`src/rtl/eve_pkg.sv`:
```
// Shared gene layout, sentinel genes and sequencer state encoding for the EvE crossover path.
// Pure definitions: no logic, no latency, no flow control.
package eve_pkg;
    localparam int GENE_W   = 64;
    localparam int ID_LSB   = 56;
    localparam int TYPE_BIT = 55;
    localparam int NODE_LSB = 40;
    localparam int CONN_LSB = 32;
    localparam int DATA_LSB = 0;

    localparam logic [7:0] INVALID_ID = 8'hFF;

    // Connection type with node FF so it sorts after every real gene in the engine.
    localparam logic [GENE_W-1:0] END_GENE = {INVALID_ID, 1'b1, 7'h7F, 8'hFF, 8'hFF, 32'h0};

    typedef enum logic [2:0] {
        ST_IDLE,
        ST_RESYNC,
        ST_FETCH,
        ST_LOAD,
        ST_EVAL,
        ST_ADVANCE,
        ST_FINISH
    } seq_state_t;

    function automatic logic [7:0] gene_id(input logic [GENE_W-1:0] g);
        return g[ID_LSB +: 8];
    endfunction
endpackage

```
`src/rtl/eve_crossover_sequencer_if.sv`:
```
// Bundle of control, parent/child memory and engine signals around one crossover sequencer.
// master = sequencer side, slave = memories/engine/controller side.
interface eve_crossover_sequencer_if #(parameter int ADDR_W = 8);
    import eve_pkg::*;

    logic              start;
    logic [7:0]        child_id;
    logic [ADDR_W:0]   len_a;
    logic [ADDR_W:0]   len_b;
    logic              a_rd_en;
    logic [ADDR_W-1:0] a_addr;
    logic [GENE_W-1:0] a_rdata;
    logic              b_rd_en;
    logic [ADDR_W-1:0] b_addr;
    logic [GENE_W-1:0] b_rdata;
    logic              eng_rst;
    logic [7:0]        eng_id;
    logic [GENE_W-1:0] eng_parent_a;
    logic [GENE_W-1:0] eng_parent_b;
    logic              eng_read_a;
    logic              eng_read_b;
    logic [GENE_W-1:0] eng_out;
    logic              c_wr_en;
    logic [ADDR_W-1:0] c_addr;
    logic [GENE_W-1:0] c_wdata;
    logic              busy;
    logic              done;
    logic [ADDR_W:0]   child_len;

    modport master (
        input  start, child_id, len_a, len_b, a_rdata, b_rdata, eng_read_a, eng_read_b, eng_out,
        output a_rd_en, a_addr, b_rd_en, b_addr, eng_rst, eng_id, eng_parent_a, eng_parent_b,
               c_wr_en, c_addr, c_wdata, busy, done, child_len
    );

    modport slave (
        output start, child_id, len_a, len_b, a_rdata, b_rdata, eng_read_a, eng_read_b, eng_out,
        input  a_rd_en, a_addr, b_rd_en, b_addr, eng_rst, eng_id, eng_parent_a, eng_parent_b,
               c_wr_en, c_addr, c_wdata, busy, done, child_len
    );
endinterface

```
`src/rtl/eve_gene_ptr.sv`:
```
// Parent read pointer capped at a captured length; increments are dropped once exhausted.
// Latency: pointer moves the cycle after inc; no flow control.
module eve_gene_ptr #(
    parameter int ADDR_W = 8
) (
    input  logic              clk,
    input  logic              rst,
    input  logic              init,
    input  logic [ADDR_W:0]   len,
    input  logic              inc,
    output logic [ADDR_W-1:0] addr,
    output logic              exhausted
);
    logic [ADDR_W:0] ptr;
    logic [ADDR_W:0] len_q;

    assign exhausted = (ptr == len_q);
    assign addr      = ptr[ADDR_W-1:0];

    always_ff @(posedge clk) begin
        if (rst) begin
            ptr   <= '0;
            len_q <= '0;
        end else if (init) begin
            ptr   <= '0;
            len_q <= len;
        end else if (inc && !exhausted) begin
            ptr <= ptr + (ADDR_W+1)'(1);
        end
    end
endmodule

```
`src/rtl/eve_crossover_sequencer.sv`:
```
// Walks parents A/B through the crossover engine and streams valid child genes to child memory.
// Latency: 4 cycles per engine decision plus 3 cycles start-to-done overhead; no backpressure.
module eve_crossover_sequencer
    import eve_pkg::*;
#(
    parameter int ADDR_W = 8
) (
    input logic                       clk,
    input logic                       rst,
    eve_crossover_sequencer_if.master bus
);
    localparam logic [ADDR_W:0] CHILD_MAX = {1'b1, {ADDR_W{1'b0}}};

    seq_state_t        state;
    seq_state_t        state_nxt;
    logic              init;
    logic              stall;
    logic              inc_a;
    logic              inc_b;
    logic              exh_a;
    logic              exh_b;
    logic              child_full;
    logic              stall_err;
    logic [7:0]        eng_id_q;
    logic [GENE_W-1:0] parent_a_q;
    logic [GENE_W-1:0] parent_b_q;
    logic              c_wr_en_q;
    logic [ADDR_W-1:0] c_addr_q;
    logic [GENE_W-1:0] c_wdata_q;
    logic [ADDR_W:0]   child_len_q;

    assign init       = (state == ST_IDLE) && bus.start;
    assign stall      = (state == ST_ADVANCE) && !bus.eng_read_a && !bus.eng_read_b;
    assign child_full = (child_len_q == CHILD_MAX);

    // A stalled engine still makes progress: A first, B once A is drained.
    always_comb begin
        inc_a = 1'b0;
        inc_b = 1'b0;
        if (state == ST_ADVANCE) begin
            if (stall) begin
                inc_a = !exh_a;
                inc_b = exh_a;
            end else begin
                inc_a = bus.eng_read_a;
                inc_b = bus.eng_read_b;
            end
        end
    end

    eve_gene_ptr #(.ADDR_W(ADDR_W)) u_ptr_a (
        .clk(clk), .rst(rst), .init(init), .len(bus.len_a), .inc(inc_a),
        .addr(bus.a_addr), .exhausted(exh_a)
    );

    eve_gene_ptr #(.ADDR_W(ADDR_W)) u_ptr_b (
        .clk(clk), .rst(rst), .init(init), .len(bus.len_b), .inc(inc_b),
        .addr(bus.b_addr), .exhausted(exh_b)
    );

    always_ff @(posedge clk) begin
        if (rst) state <= ST_IDLE;
        else     state <= state_nxt;
    end

    always_comb begin
        state_nxt   = state;
        bus.a_rd_en = 1'b0;
        bus.b_rd_en = 1'b0;
        bus.eng_rst = 1'b0;
        bus.busy    = 1'b1;
        bus.done    = 1'b0;
        case (state)
            ST_IDLE: begin
                bus.eng_rst = 1'b1;
                bus.busy    = 1'b0;
                if (bus.start) state_nxt = ST_RESYNC;
            end
            ST_RESYNC: begin
                bus.eng_rst = 1'b1;
                state_nxt   = ST_FETCH;
            end
            ST_FETCH: begin
                if (exh_a && exh_b) begin
                    state_nxt = ST_FINISH;
                end else begin
                    bus.a_rd_en = !exh_a;
                    bus.b_rd_en = !exh_b;
                    state_nxt   = ST_LOAD;
                end
            end
            ST_LOAD:    state_nxt = ST_EVAL;
            ST_EVAL:    state_nxt = ST_ADVANCE;
            ST_ADVANCE: state_nxt = ST_FETCH;
            ST_FINISH: begin
                bus.busy  = 1'b0;
                bus.done  = 1'b1;
                state_nxt = ST_IDLE;
            end
            default:    state_nxt = ST_IDLE;
        endcase
    end

    always_ff @(posedge clk) begin
        if (rst) begin
            eng_id_q    <= '0;
            parent_a_q  <= END_GENE;
            parent_b_q  <= END_GENE;
            c_wr_en_q   <= 1'b0;
            c_addr_q    <= '0;
            c_wdata_q   <= '0;
            child_len_q <= '0;
            stall_err   <= 1'b0;
        end else begin
            c_wr_en_q <= 1'b0;
            if (init) begin
                eng_id_q    <= bus.child_id;
                child_len_q <= '0;
                stall_err   <= 1'b0;
            end
            if (state == ST_LOAD) begin
                parent_a_q <= exh_a ? END_GENE : bus.a_rdata;
                parent_b_q <= exh_b ? END_GENE : bus.b_rdata;
            end
            if (state == ST_ADVANCE) begin
                if (stall) stall_err <= 1'b1;
                // Child memory full: further valid genes are dropped, length saturates.
                if (gene_id(bus.eng_out) != INVALID_ID && !child_full) begin
                    c_wr_en_q   <= 1'b1;
                    c_addr_q    <= child_len_q[ADDR_W-1:0];
                    c_wdata_q   <= bus.eng_out;
                    child_len_q <= child_len_q + (ADDR_W+1)'(1);
                end
            end
        end
    end

    assign bus.eng_id       = eng_id_q;
    assign bus.eng_parent_a = parent_a_q;
    assign bus.eng_parent_b = parent_b_q;
    assign bus.c_wr_en      = c_wr_en_q;
    assign bus.c_addr       = c_addr_q;
    assign bus.c_wdata      = c_wdata_q;
    assign bus.child_len    = child_len_q;
endmodule

```
`src/flat_wrapper.sv`:
```
// flat-port wrapper written by rule: the top's interface ports become plain ports
module eve_crossover_sequencer_flat import eve_pkg::*;
#(
    parameter int ADDR_W = 8
)
  (clk, rst, bus_start, bus_child_id, bus_len_a, bus_len_b, bus_a_rdata, bus_b_rdata, bus_eng_read_a, bus_eng_read_b, bus_eng_out, bus_a_rd_en, bus_a_addr, bus_b_rd_en, bus_b_addr, bus_eng_rst, bus_eng_id, bus_eng_parent_a, bus_eng_parent_b, bus_c_wr_en, bus_c_addr, bus_c_wdata, bus_busy, bus_done, bus_child_len);
  eve_crossover_sequencer_if #(.ADDR_W(ADDR_W)) bus_i ();
  input logic clk;
  input logic rst;
  input wire logic [$bits(bus_i.start)-1:0] bus_start;
  input wire logic [$bits(bus_i.child_id)-1:0] bus_child_id;
  input wire logic [$bits(bus_i.len_a)-1:0] bus_len_a;
  input wire logic [$bits(bus_i.len_b)-1:0] bus_len_b;
  input wire logic [$bits(bus_i.a_rdata)-1:0] bus_a_rdata;
  input wire logic [$bits(bus_i.b_rdata)-1:0] bus_b_rdata;
  input wire logic [$bits(bus_i.eng_read_a)-1:0] bus_eng_read_a;
  input wire logic [$bits(bus_i.eng_read_b)-1:0] bus_eng_read_b;
  input wire logic [$bits(bus_i.eng_out)-1:0] bus_eng_out;
  output wire logic [$bits(bus_i.a_rd_en)-1:0] bus_a_rd_en;
  output wire logic [$bits(bus_i.a_addr)-1:0] bus_a_addr;
  output wire logic [$bits(bus_i.b_rd_en)-1:0] bus_b_rd_en;
  output wire logic [$bits(bus_i.b_addr)-1:0] bus_b_addr;
  output wire logic [$bits(bus_i.eng_rst)-1:0] bus_eng_rst;
  output wire logic [$bits(bus_i.eng_id)-1:0] bus_eng_id;
  output wire logic [$bits(bus_i.eng_parent_a)-1:0] bus_eng_parent_a;
  output wire logic [$bits(bus_i.eng_parent_b)-1:0] bus_eng_parent_b;
  output wire logic [$bits(bus_i.c_wr_en)-1:0] bus_c_wr_en;
  output wire logic [$bits(bus_i.c_addr)-1:0] bus_c_addr;
  output wire logic [$bits(bus_i.c_wdata)-1:0] bus_c_wdata;
  output wire logic [$bits(bus_i.busy)-1:0] bus_busy;
  output wire logic [$bits(bus_i.done)-1:0] bus_done;
  output wire logic [$bits(bus_i.child_len)-1:0] bus_child_len;
  assign bus_i.start = bus_start;
  assign bus_i.child_id = bus_child_id;
  assign bus_i.len_a = bus_len_a;
  assign bus_i.len_b = bus_len_b;
  assign bus_i.a_rdata = bus_a_rdata;
  assign bus_i.b_rdata = bus_b_rdata;
  assign bus_i.eng_read_a = bus_eng_read_a;
  assign bus_i.eng_read_b = bus_eng_read_b;
  assign bus_i.eng_out = bus_eng_out;
  assign bus_a_rd_en = bus_i.a_rd_en;
  assign bus_a_addr = bus_i.a_addr;
  assign bus_b_rd_en = bus_i.b_rd_en;
  assign bus_b_addr = bus_i.b_addr;
  assign bus_eng_rst = bus_i.eng_rst;
  assign bus_eng_id = bus_i.eng_id;
  assign bus_eng_parent_a = bus_i.eng_parent_a;
  assign bus_eng_parent_b = bus_i.eng_parent_b;
  assign bus_c_wr_en = bus_i.c_wr_en;
  assign bus_c_addr = bus_i.c_addr;
  assign bus_c_wdata = bus_i.c_wdata;
  assign bus_busy = bus_i.busy;
  assign bus_done = bus_i.done;
  assign bus_child_len = bus_i.child_len;
  eve_crossover_sequencer #(.ADDR_W(ADDR_W)) u_core (.clk(clk), .rst(rst), .bus(bus_i));
endmodule
```
`config.mk`:
```
export PLATFORM = sky130hd
export DESIGN_NAME = eve_crossover_sequencer_flat
export DESIGN_NICKNAME = d
export VERILOG_FILES = /design/src/rtl/eve_pkg.sv /design/src/rtl/eve_crossover_sequencer_if.sv /design/src/rtl/eve_gene_ptr.sv /design/src/rtl/eve_crossover_sequencer.sv /design/src/flat_wrapper.sv
export SDC_FILE = /design/constraint.sdc
export NUM_CORES = 1
export LEC_CHECK = 0
export ABC_AREA = 1
export CORE_ASPECT_RATIO = 0.5
export CORE_MARGIN = 2
export CORE_UTILIZATION = 38
export DETAILED_ROUTE_END_ITERATION = 16
export HOLD_SLACK_MARGIN = 0.12
export PLACE_DENSITY = 0.74
export SYNTH_ARGS = -nofsm -noshare
export SYNTH_HDL_FRONTEND = slang
export SYNTH_SLANG_ARGS = --single-unit
```
`constraint.sdc`:
```
create_clock -name clk -period 1.6 [get_ports clk]
set_clock_uncertainty 0.15 [all_clocks]
set_input_delay 0.32 -clock clk [delete_from_list [all_inputs] [get_ports clk]]
set_output_delay 0.32 -clock clk [all_outputs]
set_load 0.005 [all_outputs]
```
==> images/met3.png <==
Drawn at 2 px/micron.
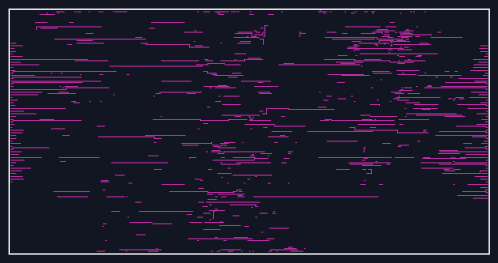
wire length on this layer	3950 microns
longest straight run	62.6 microns
share of all routed wire	7.4%
nets with wire on the layer	369
vias: 13361
Routed Wire Length: 53.6 mm
met3 Track Usage GR: 0.0533

==> images/wire_density.png <==
Drawn at 2 px/micron. 24 x 12 tiles, from black (low) to pale yellow (high), scaled to the fullest tile. Values are wire area over tile area, all layers added.
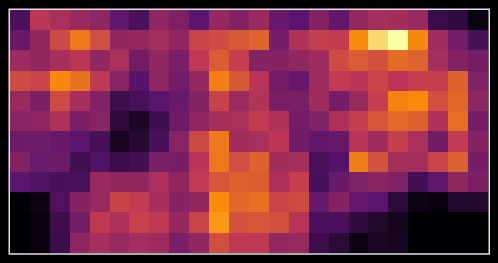
fullest tile	0.81
nearly empty tiles	3.8%
mean over tiles	0.31
tiles over half the peak	28%
wire length per cell: 21.9 microns
Overall Global Routing Usage: 0.297

==> images/drive_strength.png <==
Drawn at 2 px/micron.
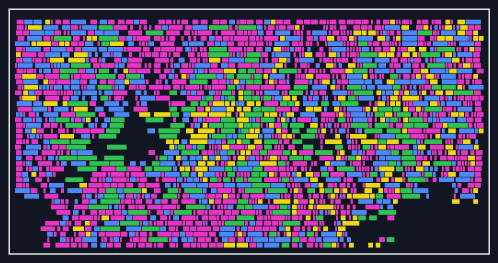
color	size	cells	share	most used
yellow	drive 3 to 4	262	13%	buf_4
magenta	drive 1 or less	1176	56%	nand2_1
green	drive 6 and up	214	10%	buf_6
blue	drive 2	443	21%	dfxtp_2
Non-Clock Buffer Count: 749
Layout Area Growth over Synthesis: 102%

==> impl_metrics.json <==
{
  "chip_area_sq_mm": 0.0291,
  "use_met1": 0.358,
  "critPathSlowestCell": "dfxtp_1",
  "outcome": "finished, violations left",
  "final-setup-viol-count": 278,
  "gp_congestion": 0.852,
  "ff2ff_setup_slack_ps": -590,
  "place_inst": 2244,
  "critical_path_depth": 10,
  "antennaDiodeCount": 1,
  "syn-instance-count": 1423,
  "warnings": 30,
  "whs_path_depth": 3,
  "violations": "negative setup slack",
  "yosys.area_share.simple": 0.266,
  "met1Wirelength_mm": 19.6,
  "grt_overflow_total": 0,
  "dp_hpwl_mm": 26.6,
  "antenna_found_initial": 1,
  "nonClkBufAreaFrac": 0.378,
  "hp-start": "bus_b_rdata[4]",
  "power.density_mw_per_mm2": 960,
  "combGateArea_sq_mm": 0.00609,
  "stdcell_area_sq_mm": 0.0212,
  "r2r_cells": 11,
  "crit_type": "flop to output pin",
  "top_area_cell": "dfxtp_1",
  "startpoint_type": "flop",
  "multi_input_comb_cells": 933,
  "met3_length_mm": 3.95,
  "comb_power_share": 0.342,
  "top_area_frac": 0.489,
  "ys_sh_mux": 0,
  "synthArstFlopShare": 0,
  "cts_buffers": 24,
  "clock_cell_area_share": 0.0381,
  "largest_cell_class": "buffers",
  "ant_nets": 0,
  "p_int_mw": 13.9,
  "n_all_inverters": 114,
  "fillCellCount": 1571,
  "cts_tree": "built",
  "initial_core_util": 0.392,
  "seq_cell_power_mw": 7.26,
  "hold_path.class": "input pin to flop",
  "max_freq_mhz": 447,
  "drtPass1Iterations": 6,
  "dpl_worst_slack_ps": -548,
  "register_area_sq_mm": 0.00537,
  "cts_sinks": 257,
  "drv_slew": 0,
  "crit_chain": "inv_1 -> nand2_1 -> nand2_1 -> nor2_2 -> nand3_2 -> nor2_4 -> inv_2 -> nand2_2 -> inv_2 -> buf_6",
  "aoi_share": 0.129,
  "comb_share": 0.287,
  "stdcell_count": 2448,
  "crit_family": "simple AND/OR/NAND/NOR gates",
  "seq_cells": 257,
  "rows": 42,
  "totalPowerFinal_mw": 20.4,
  "lay_top_count": "nand2_1",
  "taps": 352,
  "yosys.cell_types.count": 28,
  "grt_pass1_vias": 12240,
  "fin_ws_ps": -637,
  "wl_met2_mm": 26.3,
  "grt_pass1_wl_mm": 68.2,
  "synthTopCellsByCount": "nand2_1, dfxtp_1, nor2_1, a21oi_1, inv_1",
  "comb-power_mw": 6.96,
  "finalCritPeriodShare": 1.40
}
